[config.mk]
export PLATFORM = sky130hd
export DESIGN_NAME = bit_permute_stream
export DESIGN_NICKNAME = d
export VERILOG_FILES = /design/src/rtl/bit_permute_pkg.sv /design/src/rtl/bit_permute_core.sv /design/src/rtl/bit_permute_stream.sv
export SDC_FILE = /design/constraint.sdc
export NUM_CORES = 1
export LEC_CHECK = 0
export CAP_MARGIN = 20
export CORE_AREA = 8 8 62 117
export DETAILED_ROUTE_END_ITERATION = 8
export DIE_AREA = 0 0 70 125
export PLACE_DENSITY_LB_ADDON = 0.1
export SLEW_MARGIN = 20
export SYNTH_ARGS = -nofsm -noshare
export SYNTH_HDL_FRONTEND = slang
export SYNTH_HIERARCHICAL = 1
export SYNTH_SLANG_ARGS = --single-unit
[constraint.sdc]
create_clock -name clk -period 2.1 [get_ports clk]
set_input_delay 0.21 -clock clk [delete_from_list [all_inputs] [get_ports clk]]
set_output_delay 0.21 -clock clk [all_outputs]
set_load 0.1 [all_outputs]
[src/rtl/bit_permute_pkg.sv]
// -----------------------------------------------------------------------------
// bit_permute_pkg
//   Shared types for the bit_permute_stream slice.
//   mode_t : per-beat permutation selector carried alongside the input data.
//   occ_t  : occupancy of the two-entry output store (main + skid).
// -----------------------------------------------------------------------------
package bit_permute_pkg;

    typedef enum logic [1:0] {
        MODE_PASS    = 2'd0,
        MODE_BIT_REV = 2'd1,
        MODE_GRP_REV = 2'd2,
        MODE_ROTL    = 2'd3
    } mode_t;

    typedef enum logic [1:0] {
        OCC_EMPTY = 2'd0,
        OCC_ONE   = 2'd1,
        OCC_FULL  = 2'd2
    } occ_t;

endpackage

[src/rtl/bit_permute_core.sv]
// -----------------------------------------------------------------------------
// bit_permute_core
//   Purely combinational permutation network.
//   Parameters:
//     WIDTH  data width in bits (>= 2)
//     GROUP  group size for group reversal (must divide WIDTH)
//     ROT_W  width of the rotate amount; amounts >= WIDTH wrap modulo WIDTH
//   Ports:
//     data_i  in  WIDTH  data to permute
//     mode_i  in  mode_t permutation select
//     rot_i   in  ROT_W  rotate-left amount (MODE_ROTL only)
//     data_o  out WIDTH  permuted data
// -----------------------------------------------------------------------------
module bit_permute_core
    import bit_permute_pkg::*;
#(
    parameter int WIDTH = 8,
    parameter int GROUP = 1,
    parameter int ROT_W = 3
) (
    input  logic [WIDTH-1:0] data_i,
    input  mode_t            mode_i,
    input  logic [ROT_W-1:0] rot_i,
    output logic [WIDTH-1:0] data_o
);

    localparam int NGRP = WIDTH / GROUP;

    if (WIDTH < 2) begin : g_bad_width
        $error("bit_permute_core: WIDTH must be >= 2");
    end
    if (GROUP < 1 || (WIDTH % GROUP) != 0) begin : g_bad_group
        $error("bit_permute_core: GROUP must evenly divide WIDTH");
    end

    logic [WIDTH-1:0] bit_rev;
    logic [WIDTH-1:0] grp_rev;
    logic [WIDTH-1:0] rot_l;
    logic [31:0]      rot_amt;

    for (genvar i = 0; i < WIDTH; i++) begin : g_bit_rev
        assign bit_rev[i] = data_i[WIDTH-1-i];
    end

    // Groups swap end-for-end; bit order inside each group is preserved.
    for (genvar g = 0; g < NGRP; g++) begin : g_grp
        for (genvar b = 0; b < GROUP; b++) begin : g_grp_bit
            assign grp_rev[g*GROUP+b] = data_i[(NGRP-1-g)*GROUP+b];
        end
    end

    // With rot_amt == 0 the right shift is by WIDTH, which yields zero, so the
    // OR collapses to a plain pass-through.
    always_comb begin
        rot_amt = 32'(rot_i) % 32'(WIDTH);
        rot_l   = (data_i << rot_amt) | (data_i >> (32'(WIDTH) - rot_amt));
    end

    always_comb begin
        data_o = data_i;
        case (mode_i)
            MODE_PASS:    data_o = data_i;
            MODE_BIT_REV: data_o = bit_rev;
            MODE_GRP_REV: data_o = grp_rev;
            MODE_ROTL:    data_o = rot_l;
            default:      data_o = data_i;
        endcase
    end

endmodule

[src/rtl/bit_permute_stream.sv]
// -----------------------------------------------------------------------------
// bit_permute_stream
//   Streaming bit/group permuter with valid/ready on both sides. The beat is
//   permuted on the way in and stored in a main register backed by a skid
//   register, giving one beat per cycle with a registered in_ready.
//
//   Optional build macro: BIT_PERMUTE_PARITY_EN adds out_parity (XOR of
//   out_data), stored alongside the data.
//
//   Ports:
//     clk         in   1      rising-edge clock
//     resetn      in   1      synchronous reset, active-low
//     in_valid    in   1      input beat valid
//     in_ready    out  1      input beat can be accepted (registered)
//     in_data     in   WIDTH  input data
//     in_mode     in   2      per-beat mode (mode_t)
//     in_rot      in   ROT_W  rotate-left amount for MODE_ROTL
//     out_valid   out  1      output beat valid
//     out_ready   in   1      consumer accepts beat
//     out_data    out  WIDTH  permuted data
//     out_parity  out  1      XOR of out_data (BIT_PERMUTE_PARITY_EN only)
//
//   state     | meaning
//   OCC_EMPTY | nothing stored, out_valid low
//   OCC_ONE   | main holds the head beat, skid empty
//   OCC_FULL  | main holds head, skid holds next beat, in_ready low
// -----------------------------------------------------------------------------
module bit_permute_stream
    import bit_permute_pkg::*;
#(
    parameter int WIDTH = 8,
    parameter int GROUP = 1,
    parameter int ROT_W = 3
) (
    input  logic             clk,
    input  logic             resetn,
    input  logic             in_valid,
    output logic             in_ready,
    input  logic [WIDTH-1:0] in_data,
    input  logic [1:0]       in_mode,
    input  logic [ROT_W-1:0] in_rot,
    output logic             out_valid,
    input  logic             out_ready,
    output logic [WIDTH-1:0] out_data
`ifdef BIT_PERMUTE_PARITY_EN
    ,
    output logic             out_parity
`endif
);

    occ_t             state_q, state_d;
    logic [WIDTH-1:0] main_q, main_d;
    logic [WIDTH-1:0] skid_q, skid_d;
    logic             in_ready_q, in_ready_d;
    logic [WIDTH-1:0] permuted;
    logic             accept;
    logic             drain;
    logic             ld_main_in;
    logic             ld_main_skid;
    logic             ld_skid;

    bit_permute_core #(
        .WIDTH (WIDTH),
        .GROUP (GROUP),
        .ROT_W (ROT_W)
    ) u_core (
        .data_i (in_data),
        .mode_i (mode_t'(in_mode)),
        .rot_i  (in_rot),
        .data_o (permuted)
    );

    // in_ready is the registered flag, masked while reset is held so the
    // producer never sees a ready during the reset cycle.
    assign in_ready  = in_ready_q & resetn;
    assign out_valid = (state_q != OCC_EMPTY);
    assign out_data  = main_q;
    assign accept    = in_valid & in_ready;
    assign drain     = out_valid & out_ready;

    always_ff @(posedge clk) begin
        if (!resetn) begin
            state_q    <= OCC_EMPTY;
            in_ready_q <= 1'b1;
        end else begin
            state_q    <= state_d;
            in_ready_q <= in_ready_d;
        end
    end

    always_comb begin
        state_d      = state_q;
        ld_main_in   = 1'b0;
        ld_main_skid = 1'b0;
        ld_skid      = 1'b0;
        case (state_q)
            OCC_EMPTY: begin
                if (accept) begin
                    ld_main_in = 1'b1;
                    state_d    = OCC_ONE;
                end
            end
            OCC_ONE: begin
                if (accept && drain) begin
                    // Head leaves while the new beat takes its place.
                    ld_main_in = 1'b1;
                end else if (accept) begin
                    ld_skid = 1'b1;
                    state_d = OCC_FULL;
                end else if (drain) begin
                    state_d = OCC_EMPTY;
                end
            end
            OCC_FULL: begin
                if (drain) begin
                    ld_main_skid = 1'b1;
                    state_d      = OCC_ONE;
                end
            end
            default: begin
                state_d = OCC_EMPTY;
            end
        endcase
        in_ready_d = (state_d != OCC_FULL);
    end

    always_comb begin
        main_d = main_q;
        skid_d = skid_q;
        if (ld_main_in) begin
            main_d = permuted;
        end else if (ld_main_skid) begin
            main_d = skid_q;
        end
        if (ld_skid) begin
            skid_d = permuted;
        end else if (ld_main_skid) begin
            skid_d = '0;
        end
    end

    always_ff @(posedge clk) begin
        if (!resetn) begin
            main_q <= '0;
            skid_q <= '0;
        end else begin
            main_q <= main_d;
            skid_q <= skid_d;
        end
    end

`ifdef BIT_PERMUTE_PARITY_EN
    logic par_in;
    logic par_main_q, par_main_d;
    logic par_skid_q, par_skid_d;

    assign par_in     = ^permuted;
    assign out_parity = par_main_q;

    always_comb begin
        par_main_d = par_main_q;
        par_skid_d = par_skid_q;
        if (ld_main_in) begin
            par_main_d = par_in;
        end else if (ld_main_skid) begin
            par_main_d = par_skid_q;
        end
        if (ld_skid) begin
            par_skid_d = par_in;
        end else if (ld_main_skid) begin
            par_skid_d = 1'b0;
        end
    end

    always_ff @(posedge clk) begin
        if (!resetn) begin
            par_main_q <= 1'b0;
            par_skid_q <= 1'b0;
        end else begin
            par_main_q <= par_main_d;
            par_skid_q <= par_skid_d;
        end
    end
`endif

endmodule
==> job_summary.md, run 1 <==
### Metrics collected by this job

| Metric | Value |
|---|---|
| Met1 GRT Util | `0.144` |
| Post-layout period usage of the worst path | `0.954` |
| Most frequent cell after synthesis | `nand2_1` |
| Clock Path Buffers | `2` |
| Slew headroom | `0.757` |
| Worst Min Path Start | `skid_q[3]` |
| Slew Viols, Final | `0` |
| CP Launch Point | `in_rot[0]` |
| Top Layer Used | `met4` |
| Status | `finished, final reports clean` |
| Fmax | `499 MHz` |
| Post-route setup slack | `between 90 and 100 ps` |
| Clk latency late pin | `roughly 250 ps` |
| Post-CTS setup buffers | `0` |
| Met3 Use GR | `0.0285` |
| Ys cells | `211` |
| TritonRoute pass-1 iters | `4` |
| Most used logic cell in the final layout | `buf_4` |
| # diodes | `0` |
| Hold crit path type | `reg2reg` |
| Pre-CTS setup slack | `-363 ps` |
| Hold endpoint | `out_data[3]` |
| Grt met2 use | `0.179` |
| Most frequent cells in the layout | `buf_4, nand2_1, dfxtp_1` |
| Post-synth ARST share | `0` |
| Crit-path leading delay family | `buffers and inverters` |
| Initial drt markers | `108` |
| Crit-path max cell delay | `approximately 510 ps` |
| Vias in the first global route | `1,657` |
| Crit Path Class | `in2reg` |
| Main flop type | `dfxtp_1` |
| Worst IR drop on VDD | `between 600 and 700 uV` |
| Clock Skews | `between 0.5 and 0.6 ps` |
| Unique masters post-synth | `46` |
| Ao+oa area frac | `0.263` |
| Met2 WL | `2330 um` |
-- run 1: stage by stage --
step	total power, mW	utilization	std cells	setup TNS (ps)
after floorplan	0.755	-	211	0
final	1.32	0.394	314	0
after CTS	1.31	0.385	314	0
after global routing	1.40	0.394	314	-8.86
after global placement	0.908	0.369	310	-3530
after detailed placement	0.907	0.369	310	-3960
-- run 1: cell type report --
| class | instances | share of cell area |
|---|---|---|
| tap | 63 | 0.0345 |
| timing repair buffer | 55 | 0.205 |
| clock buffer | 4 | 0.0345 |
| inverter | 9 | 0.0159 |
| multi-input combinational | 164 | 0.544 |
| sequential | 19 | 0.166 |
-- run 1: where the power goes --
| group | internal, mW | switching [mW] |
|---|---|---|
| sequential | 0.378 | 0.0121 |
| clock | 0.258 | 0.133 |
| combinational | 0.219 | 0.321 |
| total | 0.855 | 0.467 |
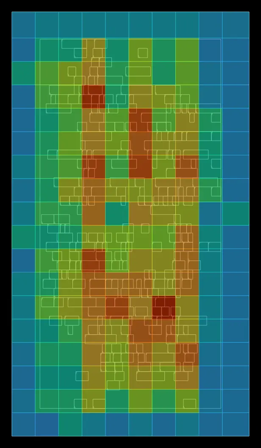
(run_1/congestion_map.png)
GRT Max-Usage Layer: met2
fin util: 0.394
drt wl/cell: 15.6 um
Tot GR Track Use: 0.110

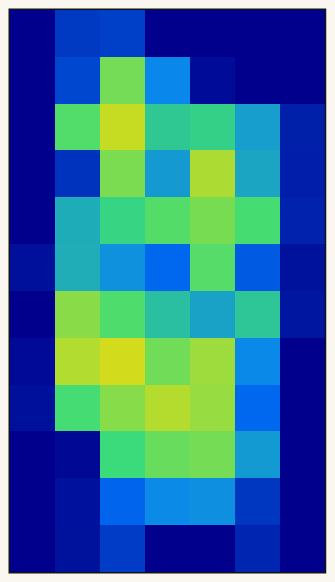
(run_1/util_map.png)
7 x 12 tiles, from dark blue (low) to red (high), 0 to 100% covered.
mean over tiles	25%
densest ninth of the die	centre
fullest tile	69%

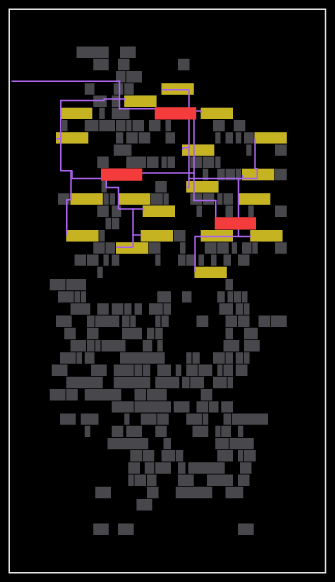
(run_1/clock_wires.png)
[clock-net drivers] red | count: 3
[flip-flops] yellow | count: 19
[clock wires] purple | length: 277 um
routed clock nets	4

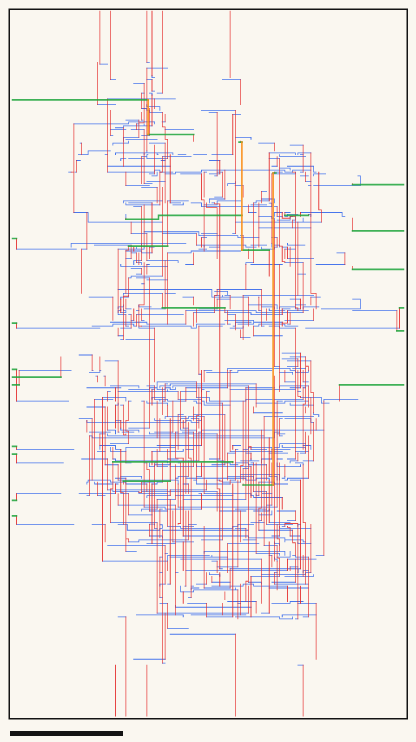
(run_1/layers.png)
The bar under the picture is 20 um long.
layer	colour	wire length
M2	red	2,330 um
M4	orange	80.2 um
M1	blue	2,330 um
M3	green	170 um
via count: 1,697
DRT Wirelength: 4910 um

==> run 2, diff against run 1 <==
Settings changed: RECOVER_POWER set to 50.
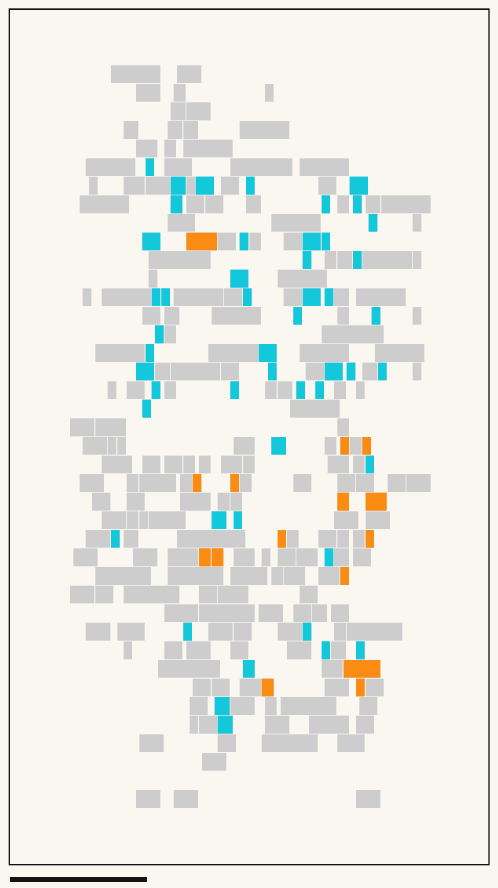
(run_2/gates.png)
The bar under the picture is 20 um long.
family	colour	cells
nor cells	orange	15
nand cells	cyan	49
most used logic cell in the final layout: nand2_1
Comb/total area: 0.552

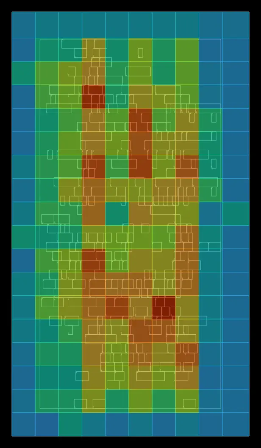
(run_2/congestion_map.png)
met3 Use GR: 0.0285
fin util: 0.388
met1 GRT Util: 0.144

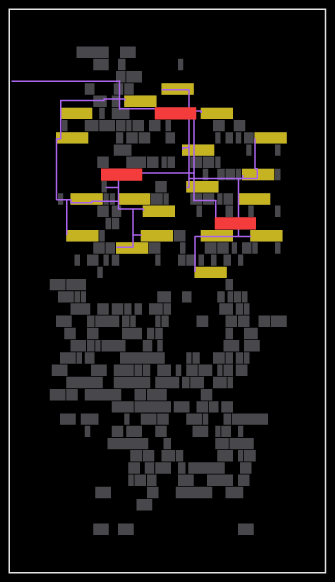
(run_2/clock_wires.png)
[clock-net drivers] red | count: 3
[flip-flops] yellow | count: 19
[clock wires] purple | length: 277 um
routed clock nets	4
Clock Skews: 0.861 ps
Power Clock: 0.392 mW
clk latency late pin: 250 ps
clock power share: 0.299

==> job_summary.md, run 2 <==
### Metrics collected by this job

| Metric | Value |
|---|---|
| Max Cap Violations | `0` |
| Top Consumer | `combinational logic` |
| Hold crit path type | `reg2reg` |
| Vias in the first global route | `1,657 (unchanged)` |
| ANT nets after route | `0` |
| Final setup viols | `0` |
| TritonRoute pass-1 iters | `4 (unchanged)` |
| Main flop type | `dfxtp_1` |
| Switch Pwr | `0.467 mW (about the same)` |
| Met3 wire length | `approximately 170 um` |
| Sequential power share | `0.298 (+0.003)` |
| Crit-path max cell delay | `510 ps (about the same)` |
| Total placed cells including tap cells | `310 (unchanged)` |
| Status | `finished, final reports clean` |
| DRT Wirelength | `4910 um (about the same)` |
| P_seq | `0.390 mW (about the same)` |
| Via count | `1,691 (-0.35%)` |
| Post-layout period usage of the worst path | `0.954 (about the same)` |
| Slew Viols, Final | `0 (unchanged)` |
| Finished Cell Area | `2250 um^2` |
| Setup_tns | `0 ps (unchanged)` |
| Grt met2 use | `0.179 (unchanged)` |
| Post-route setup slack | `97.0 ps (+0.118 ps)` |
| Most frequent cell after synthesis | `nand2_1` |
| Initial drt markers | `110 (+1.9%)` |
| CP Launch Point | `in_rot[0]` |
| Internal power | `0.843 mW (-1.5%)` |
| Placed cell area | `around 2100 um^2` |
| Ys cells | `211 (unchanged)` |
| Worst IR drop on VDD | `634 uV (about the same)` |
| Unique masters post-synth | `46 (unchanged)` |
| Top Layer Used | `met4` |
| Tot Pwr | `1.31 mW (-0.98%)` |
| GRT Max-Usage Layer | `met2` |
| Worst reg2reg path depth | `4` |
| Drt wl/cell | `15.6 um (about the same)` |
| Slew headroom | `0.213 (-0.544)` |
| Post-CTS setup buffers | `0 (unchanged)` |
| # diodes | `0 (unchanged)` |
| Switch share | `0.356 (+0.00340)` |
| Fmax | `499 MHz (about the same)` |
| Clock Path Buffers | `2 (unchanged)` |
| Hold endpoint | `out_data[3]` |
| Most frequent cells in the layout | `nand2_1, buf_4, dfxtp_1` |
| Placer Congestion | `0.858` |
| Post-synth ARST share | `0 (unchanged)` |
| Pre-CTS setup slack | `-363 ps (unchanged)` |
| Fin cells | `314 (unchanged)` |
| Crit Path Class | `in2reg` |
| Tot GR Track Use | `0.110 (unchanged)` |
run 2: final cells by class:
| class | instances | area share |
|---|---|---|
| flip-flops and latches | 19 | 0.169 |
| well taps | 63 | 0.0350 |
| repair buffers | 55 | 0.194 |
| clock buffers | 4 | 0.0350 |
| multi-input cells | 164 | 0.552 |
| inverters | 9 | 0.0161 |
run 2: kinds of logic after synthesis:
kind of cell	after synthesis	share of synthesized area
xor+xnor	1	0.00946
compound gates	68	0.263
simple gates	71	0.218
fa+ha+maj	3	0.0218
flops	19	0.221
mux	21	0.176
buf+inv	28	0.0909
run 2: critical path, delay by kind of cell:
| kind | cells | cell delay [ps] |
|---|---|---|
| buf+inv | 3 | 730 |
| mux | 2 | 340 |
| fa+ha+maj | 1 | 310 |
| compound gates | 4 | 600 |
Power figures rest on the tool's default switching activity, not on a simulated workload.
